<file path="config.mk">
export PLATFORM = sky130hd
export DESIGN_NAME = switch_debounce_toggle_flat
export DESIGN_NICKNAME = d
export VERILOG_FILES = /design/src/rtl/switch_debounce_toggle_if.sv /design/src/rtl/switch_debounce_toggle.sv /design/src/flat_wrapper.sv
export SDC_FILE = /design/constraint.sdc
export NUM_CORES = 1
export LEC_CHECK = 0
export CAP_MARGIN = 20
export CORE_UTILIZATION = 40
export DETAILED_ROUTE_END_ITERATION = 8
export PLACE_DENSITY = 0.69
export SETUP_SLACK_MARGIN = 0.15
export SKIP_CTS_REPAIR_TIMING = 1
export SLEW_MARGIN = 0
export SYNTH_ARGS = -nofsm -noshare
export SYNTH_HDL_FRONTEND = slang
export SYNTH_SLANG_ARGS = --single-unit
</file>
<file path="constraint.sdc">
create_clock -name i_Clk -period 3.4 [get_ports i_Clk]
set_input_delay 0.51 -clock i_Clk [delete_from_list [all_inputs] [get_ports i_Clk]]
set_output_delay 0.51 -clock i_Clk [all_outputs]
set_load 0.02 [all_outputs]
</file>
<file path="src/rtl/switch_debounce_toggle_if.sv">
// Switch debounce/toggle signal bundle.
// Purpose : carries the two raw switch levels into the debouncer and its
//           debounced levels, release pulses and LED drives back out.
// Ports   : i_Switch_1/2     raw, asynchronous, bouncing switch levels (1 = pressed)
//           o_Switch_1/2_Db  debounced switch levels
//           o_Release_1/2    one-clock pulse per accepted release
//           o_LED_1/2        toggles once per accepted release
//           o_LED_3          registered AND of both debounced levels
// Modports: slave  - the debouncer (consumes switches, drives results)
//           master - the switch/board side (drives switches, observes results)
interface switch_debounce_toggle_if;
  logic i_Switch_1;
  logic i_Switch_2;
  logic o_Switch_1_Db;
  logic o_Switch_2_Db;
  logic o_Release_1;
  logic o_Release_2;
  logic o_LED_1;
  logic o_LED_2;
  logic o_LED_3;

  modport slave (
    input  i_Switch_1, i_Switch_2,
    output o_Switch_1_Db, o_Switch_2_Db,
    output o_Release_1, o_Release_2,
    output o_LED_1, o_LED_2, o_LED_3
  );

  modport master (
    output i_Switch_1, i_Switch_2,
    input  o_Switch_1_Db, o_Switch_2_Db,
    input  o_Release_1, o_Release_2,
    input  o_LED_1, o_LED_2, o_LED_3
  );
endinterface

</file>
<file path="src/rtl/switch_debounce_toggle.sv">
// Two-channel switch debouncer with release-driven LED toggles.
// Purpose : each raw switch is synchronized, then accepted as a new stable
//           level only after it has differed from the current stable level
//           for DEBOUNCE_LIMIT consecutive clocks. An accepted release
//           (1->0) produces a one-clock pulse and toggles that channel's LED.
//           A third LED shows both debounced switches held together.
// Params  : DEBOUNCE_LIMIT  consecutive clocks a changed level must persist (>= 1)
// Ports   : i_Clk  sole clock, rising edge
//           i_Rst  synchronous, active-high reset
//           sw     switch_debounce_toggle_if.slave (switch inputs, debounced
//                  levels, release pulses, LED outputs)
module switch_debounce_toggle #(
  parameter int DEBOUNCE_LIMIT = 250000
) (
  input  logic                           i_Clk,
  input  logic                           i_Rst,
  switch_debounce_toggle_if.slave        sw
);

  localparam int CNT_W = ($clog2(DEBOUNCE_LIMIT) < 1) ? 1 : $clog2(DEBOUNCE_LIMIT);
  localparam logic [CNT_W-1:0] CNT_LAST = CNT_W'(DEBOUNCE_LIMIT - 1);

  logic led_3_q;

  // Two identical, fully independent channels; channel 0 is switch 1.
  for (genvar ch = 0; ch < 2; ch++) begin : g_chan
    logic             raw;
    logic             sync_meta;
    logic             sync_lvl;
    logic             stable;
    logic             stable_next;
    logic             stable_prev;
    logic [CNT_W-1:0] cnt;
    logic [CNT_W-1:0] cnt_next;
    logic             release_q;
    logic             led_q;

    assign raw = (ch == 0) ? sw.i_Switch_1 : sw.i_Switch_2;

    // Any clock where the synchronized level matches the stable level
    // restarts the count, so a single bounce throws away partial progress.
    // The count stops at CNT_LAST and acceptance clears it, so it cannot wrap.
    always_comb begin
      cnt_next    = '0;
      stable_next = stable;
      if (sync_lvl != stable) begin
        if (cnt == CNT_LAST) begin
          stable_next = sync_lvl;
        end else begin
          cnt_next = cnt + CNT_W'(1);
        end
      end
    end

    // stable_prev lags stable by one clock so the release pulse and LED
    // toggle land on the edge after the debounced level falls.
    always_ff @(posedge i_Clk) begin
      if (i_Rst) begin
        sync_meta   <= 1'b0;
        sync_lvl    <= 1'b0;
        cnt         <= '0;
        stable      <= 1'b0;
        stable_prev <= 1'b0;
        release_q   <= 1'b0;
        led_q       <= 1'b0;
      end else begin
        sync_meta   <= raw;
        sync_lvl    <= sync_meta;
        cnt         <= cnt_next;
        stable      <= stable_next;
        stable_prev <= stable;
        release_q   <= stable_prev & ~stable;
        led_q       <= led_q ^ (stable_prev & ~stable);
      end
    end
  end

  always_ff @(posedge i_Clk) begin
    if (i_Rst) begin
      led_3_q <= 1'b0;
    end else begin
      led_3_q <= g_chan[0].stable & g_chan[1].stable;
    end
  end

  assign sw.o_Switch_1_Db = g_chan[0].stable;
  assign sw.o_Switch_2_Db = g_chan[1].stable;
  assign sw.o_Release_1   = g_chan[0].release_q;
  assign sw.o_Release_2   = g_chan[1].release_q;
  assign sw.o_LED_1       = g_chan[0].led_q;
  assign sw.o_LED_2       = g_chan[1].led_q;
  assign sw.o_LED_3       = led_3_q;

endmodule

</file>
<file path="src/flat_wrapper.sv">
// flat-port wrapper written by rule: the top's interface ports become plain ports
module switch_debounce_toggle_flat 
#(
  parameter int DEBOUNCE_LIMIT = 250000
)
  (i_Clk, i_Rst, sw_i_Switch_1, sw_i_Switch_2, sw_o_Switch_1_Db, sw_o_Switch_2_Db, sw_o_Release_1, sw_o_Release_2, sw_o_LED_1, sw_o_LED_2, sw_o_LED_3);
  switch_debounce_toggle_if sw_i ();
  input  logic i_Clk;
  input  logic i_Rst;
  input wire logic [$bits(sw_i.i_Switch_1)-1:0] sw_i_Switch_1;
  input wire logic [$bits(sw_i.i_Switch_2)-1:0] sw_i_Switch_2;
  output wire logic [$bits(sw_i.o_Switch_1_Db)-1:0] sw_o_Switch_1_Db;
  output wire logic [$bits(sw_i.o_Switch_2_Db)-1:0] sw_o_Switch_2_Db;
  output wire logic [$bits(sw_i.o_Release_1)-1:0] sw_o_Release_1;
  output wire logic [$bits(sw_i.o_Release_2)-1:0] sw_o_Release_2;
  output wire logic [$bits(sw_i.o_LED_1)-1:0] sw_o_LED_1;
  output wire logic [$bits(sw_i.o_LED_2)-1:0] sw_o_LED_2;
  output wire logic [$bits(sw_i.o_LED_3)-1:0] sw_o_LED_3;
  assign sw_i.i_Switch_1 = sw_i_Switch_1;
  assign sw_i.i_Switch_2 = sw_i_Switch_2;
  assign sw_o_Switch_1_Db = sw_i.o_Switch_1_Db;
  assign sw_o_Switch_2_Db = sw_i.o_Switch_2_Db;
  assign sw_o_Release_1 = sw_i.o_Release_1;
  assign sw_o_Release_2 = sw_i.o_Release_2;
  assign sw_o_LED_1 = sw_i.o_LED_1;
  assign sw_o_LED_2 = sw_i.o_LED_2;
  assign sw_o_LED_3 = sw_i.o_LED_3;
  switch_debounce_toggle #(.DEBOUNCE_LIMIT(DEBOUNCE_LIMIT)) u_core (.i_Clk(i_Clk), .i_Rst(i_Rst), .sw(sw_i));
endmodule
</file>
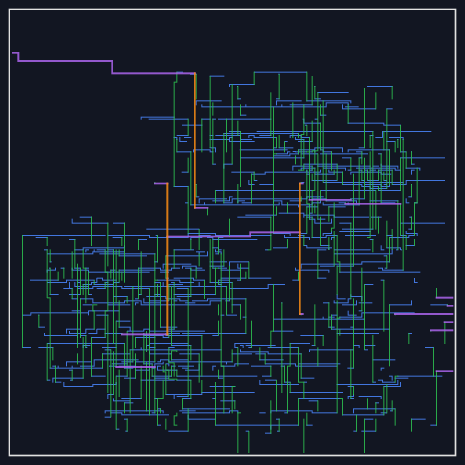
(images/metal_stack.png)
(6 px per µm)
green -> met2  # wire length 1500 µm
orange -> met4  # wire length 69.4 µm
purple -> met3  # wire length 112 µm
blue -> met1  # wire length 1750 µm

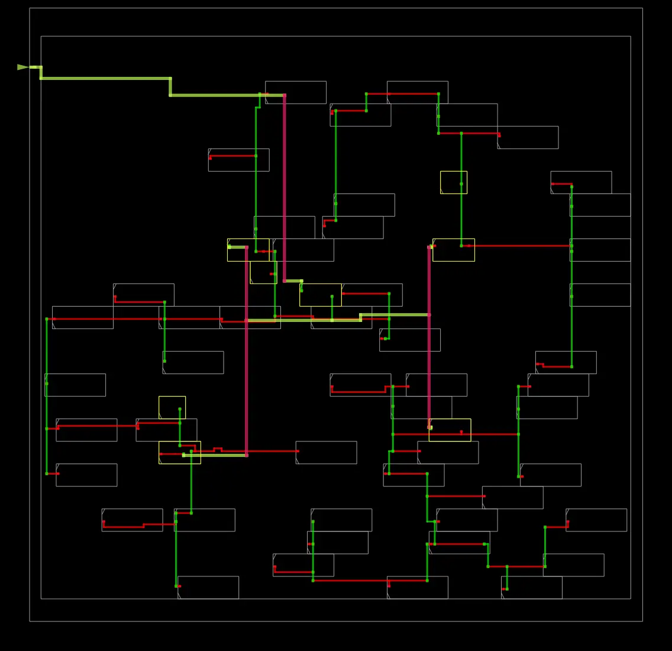
(images/final_clocks.png)
clock buf count: 5
clk_skew: 0.0112 ns

==> flow_summary.yaml <==
# flow metrics
finish:
  drive_gt1_share_pct: 8.26
  comb_share_pct: 44.5
  largest_reg_flops: 36
  inverters: 11
synth:
  ys.flop_type: "dfxtp_1"
  netlist_logic_family_top: "simple AND/OR/NAND/NOR gates"
  syn_area_mm2: 0.00208
  syn_inst: 227
cts:
  cts_tree: "done"
  cts_max_level: 2
  clkTransAtPathRegs_ns: 0.10
routing:
  dr.max_layer_used: "met4"
placement:
  place_hpwl_um: 2350
global_routing:
  grt_pass1_vias: 1443
  track_usage_pct: 14.5
power_and_ir_drop:
  power.group.top: "registers"
  swShare_pct: 23.1
  switching_power_uw: 221
die:
  fp-utilization_pct: 42.9
worst_setup_path:
  endpoint_kind: "register"
  cp.depth: 5
status:
  outcome: "completed"
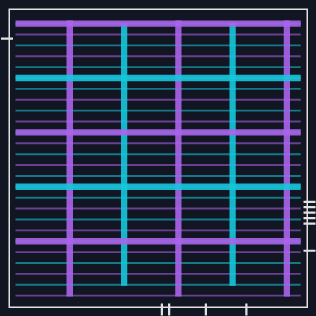
(images/pdn.png)
(4 px per µm) Pins as bars on the die edge.
purple -> VSS
cyan -> VDD
met4 straps = 5
rows = 25
total core area: 0.00485 mm²
Die H: 74.1 µm
die width: 74.1 µm
Peak VDD IR: 0.000308 V

## cells in the mapped netlist (4+ instances only)
| cell | instances | area (µm²) |
|---|---|---|
| a21oi_1 | 4 | 20.0 |
| dfxtp_1 | 49 | 981 |
| inv_1 | 11 | 41.3 |
| nand2_1 | 8 | 30.0 |
| nand3_1 | 10 | 50.1 |
| nand4_1 | 7 | 43.8 |
| nor2_1 | 43 | 161 |
| nor2b_1 | 10 | 62.6 |
| nor3_1 | 9 | 45.0 |
| nor4_1 | 9 | 56.3 |
| o21ai_0 | 4 | 20.0 |
| xnor2_1 | 29 | 254 |
## layer usage
| metal | GRT usage, % | vias to the layer above |
|---|---|---|
| met5 | 0 | - |
| met4 | 7.26 | 0 |
| met3 | 3.66 | 8 |
| met2 | 23.7 | 18 |
| met1 | 17.6 | 723 |
| li1 | - | 801 |
